--- src/rtl/kitchen_order_server.sv ---
// Kitchen-side order server: queues {id, cook_time} requests and cooks them one at a time,
// signalling start_cooking / food_ready and waiting for serve_done before the next order.
module kitchen_order_server #(
  parameter int unsigned ID_W   = 4,
  parameter int unsigned TIME_W = 4,
  parameter int unsigned DEPTH  = 4
) (
  input  logic                     clk,
  input  logic                     reset_n,
  input  logic                     place_order,
  input  logic [ID_W-1:0]          order_id,
  input  logic [TIME_W-1:0]        cook_time,
  output logic                     order_ready,
  output logic                     start_cooking,
  output logic                     food_ready,
  output logic [ID_W-1:0]          serve_id,
  input  logic                     serve_done,
  output logic [$clog2(DEPTH):0]   queue_count,
  output logic [1:0]               state_out
);

  localparam int unsigned PtrW = $clog2(DEPTH);
  localparam int unsigned CntW = PtrW + 1;

  typedef enum logic [1:0] {
    StIdle  = 2'b00,
    StStart = 2'b01,
    StCook  = 2'b10,
    StReady = 2'b11
  } state_e;

  state_e            state_q, state_d;
  logic [PtrW-1:0]   wr_ptr_q, wr_ptr_d;
  logic [PtrW-1:0]   rd_ptr_q, rd_ptr_d;
  logic [CntW-1:0]   count_q, count_d;
  logic [TIME_W-1:0] timer_q, timer_d;
  logic [ID_W-1:0]   serve_id_q, serve_id_d;

  logic [ID_W-1:0]   id_mem   [DEPTH];
  logic [TIME_W-1:0] time_mem [DEPTH];

  logic push, pop;
  logic [TIME_W-1:0] head_time;

  // Full check uses the current count, so a pop on the same edge cannot free a slot.
  assign push      = place_order && (count_q < CntW'(DEPTH));
  assign pop       = (state_q == StIdle) && (count_q != '0);
  assign head_time = time_mem[rd_ptr_q];

  always_ff @(posedge clk) begin
    if (push) begin
      id_mem[wr_ptr_q]   <= order_id;
      time_mem[wr_ptr_q] <= cook_time;
    end
  end

  always_comb begin
    state_d    = state_q;
    timer_d    = timer_q;
    serve_id_d = serve_id_q;
    unique case (state_q)
      StIdle: begin
        if (pop) begin
          state_d    = StStart;
          serve_id_d = id_mem[rd_ptr_q];
          timer_d    = (head_time == '0) ? TIME_W'(1) : head_time;
        end
      end
      StStart: state_d = StCook;
      StCook: begin
        if (timer_q == TIME_W'(1)) begin
          state_d = StReady;
        end else begin
          timer_d = timer_q - TIME_W'(1);
        end
      end
      StReady: begin
        if (serve_done) begin
          state_d = StIdle;
        end
      end
      default: state_d = StIdle;
    endcase
  end

  always_comb begin
    wr_ptr_d = push ? wr_ptr_q + PtrW'(1) : wr_ptr_q;
    rd_ptr_d = pop  ? rd_ptr_q + PtrW'(1) : rd_ptr_q;
    count_d  = count_q;
    unique case ({push, pop})
      2'b10:   count_d = count_q + CntW'(1);
      2'b01:   count_d = count_q - CntW'(1);
      default: count_d = count_q;
    endcase
  end

  always_ff @(posedge clk or negedge reset_n) begin
    if (!reset_n) begin
      state_q    <= StIdle;
      wr_ptr_q   <= '0;
      rd_ptr_q   <= '0;
      count_q    <= '0;
      timer_q    <= '0;
      serve_id_q <= '0;
    end else begin
      state_q    <= state_d;
      wr_ptr_q   <= wr_ptr_d;
      rd_ptr_q   <= rd_ptr_d;
      count_q    <= count_d;
      timer_q    <= timer_d;
      serve_id_q <= serve_id_d;
    end
  end

  assign order_ready   = (count_q < CntW'(DEPTH));
  assign start_cooking = (state_q == StStart);
  assign food_ready    = (state_q == StReady);
  assign serve_id      = serve_id_q;
  assign queue_count   = count_q;
  assign state_out     = state_q;

endmodule
--- config.mk ---
export PLATFORM = sky130hd
export DESIGN_NAME = kitchen_order_server
export DESIGN_NICKNAME = d
export VERILOG_FILES = /design/src/rtl/kitchen_order_server.sv
export SDC_FILE = /design/constraint.sdc
export NUM_CORES = 1
export LEC_CHECK = 0
export ABC_CLOCK_PERIOD_IN_PS = 2100
export CAP_MARGIN = 25
export CORE_MARGIN = 1
export CORE_UTILIZATION = 52
export CTS_BUF_LIST = sky130_fd_sc_hd__clkbuf_8
export DETAILED_ROUTE_END_ITERATION = 7
export PLACE_DENSITY = 0.83
export SLEW_MARGIN = 5
export SYNTH_ARGS = -nofsm -noshare
export SYNTH_HDL_FRONTEND = slang
export SYNTH_SLANG_ARGS = --single-unit
--- constraint.sdc ---
create_clock -name clk -period 2.1 [get_ports clk]
set_input_delay 0.42 -clock clk [delete_from_list [all_inputs] [get_ports clk]]
set_output_delay 0.42 -clock clk [all_outputs]
set_load 0.02 [all_outputs]
zoom.png
Bar = 10 µm. Region (19, 19) to (49, 49) µm. Cells in gray, sequential cells in the stronger gray; small squares are vias.
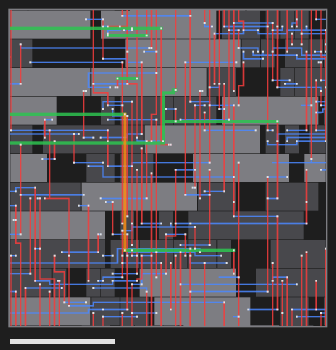
| color | layer |
|---|---|
| orange | met4 |
| green | met3 |
| red | met2 |
| blue | met1 |
netlist names of flops here include: `time_mem` (5), `id_mem` (4), `serve_id` (2)
cells with their middle in the window: 54
most frequent: nand2_1 (10), edfxtp_1 (9), buf_4 (5)
sequential cells in the window: 13

port_nets.png
Bar = 20 µm.
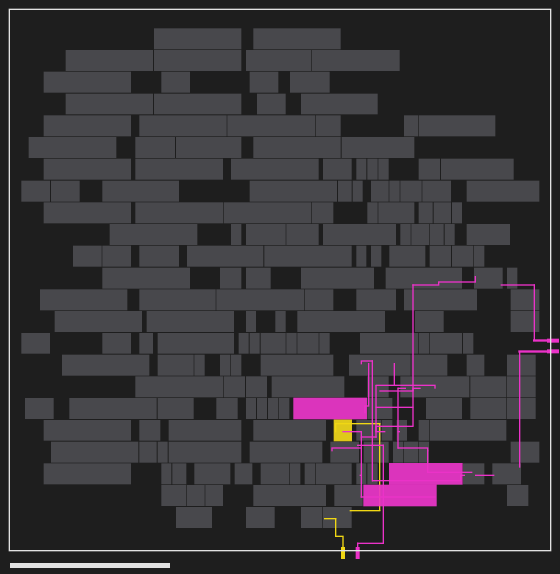
| color | port | direction | edge | end cells | wire |
|---|---|---|---|---|---|
| magenta | `queue_count` | output | 2 east, 1 south | 3 | 194 µm |
| yellow | `place_order` | input | south | 1 | 27.0 µm |

==> deck_impl_summary.md <==
Run Summary

Global routing
  – Global-route wire length before repair: 6510 µm
  – Global-route usage over all layers: 20.5%
  – Remaining global-route overflow: 0

Logic synthesis
  – Yosys xor share: 2.35%
  – Number of instances in the synthesized netlist: 149
  – Async set-reset flop share out of synthesis: 34.7%
  – Yosys warnings: 0
  – Main logic family after synthesis: multiplexers
  – Commonest cells in the synthesized netlist: edfxtp_1 (32), nand2_1 (18), dfrtp_1 (17), inv_1 (14), ha_1 (12)

Worst setup path
  – Peak per-stage delay on the critical path: 0.44 ns
  – Buffering stage count on the worst path with inverters included: 3
  – Kind of capture point of the worst setup path: register
  – Logic depth of the worst register-to-register path: 10
  – RR Endpoint: queue_count[2]

Cells and area
  – Finished Core Util: 67.4%
  – Non-clk buf share: 11.4%
  – Layout fillers: 278

STA
  – Setup clock skew after layout: 0.00443 ns
  – Max-slew violation count: 0
  – Worst Hold Margin: 0.446 ns
  – Tmin final: 2.00 ns

Pwr
  – Net switching fraction of the power: 36.0%
  – Sequential power: 1.56 mW
  – Net switching component of the power: 1.50 mW
  – Clock distribution power: 0.772 mW
  – Power consumed by combinational cells: 1.83 mW

Placed design
  – DP Cell Count: 229

CTS
  – Hold bufs inserted after CTS: 0
  – TritonCTS Buffers: 5
  – CTS H-tree depth: 2
  – Post-CTS repair timing setup buffer count: 0
  – Clock transition time at the flip-flop clock pins of the worst setup and hold paths: 0.08 ns
  – Post-CTS resize count: 2

Detailed routing
  – Avg Vias per Cell: 5.54
  – Detailed-routed wire length on met3: 200 µm
  – Total vias in the final route: 1,314

Run
  – Number of warnings the tools reported: 34

Floorplanning
  – Io pins: 24

Outcome
  – Outcome: finished clean
Power figures rest on the tool's default switching activity, not on a simulated workload.
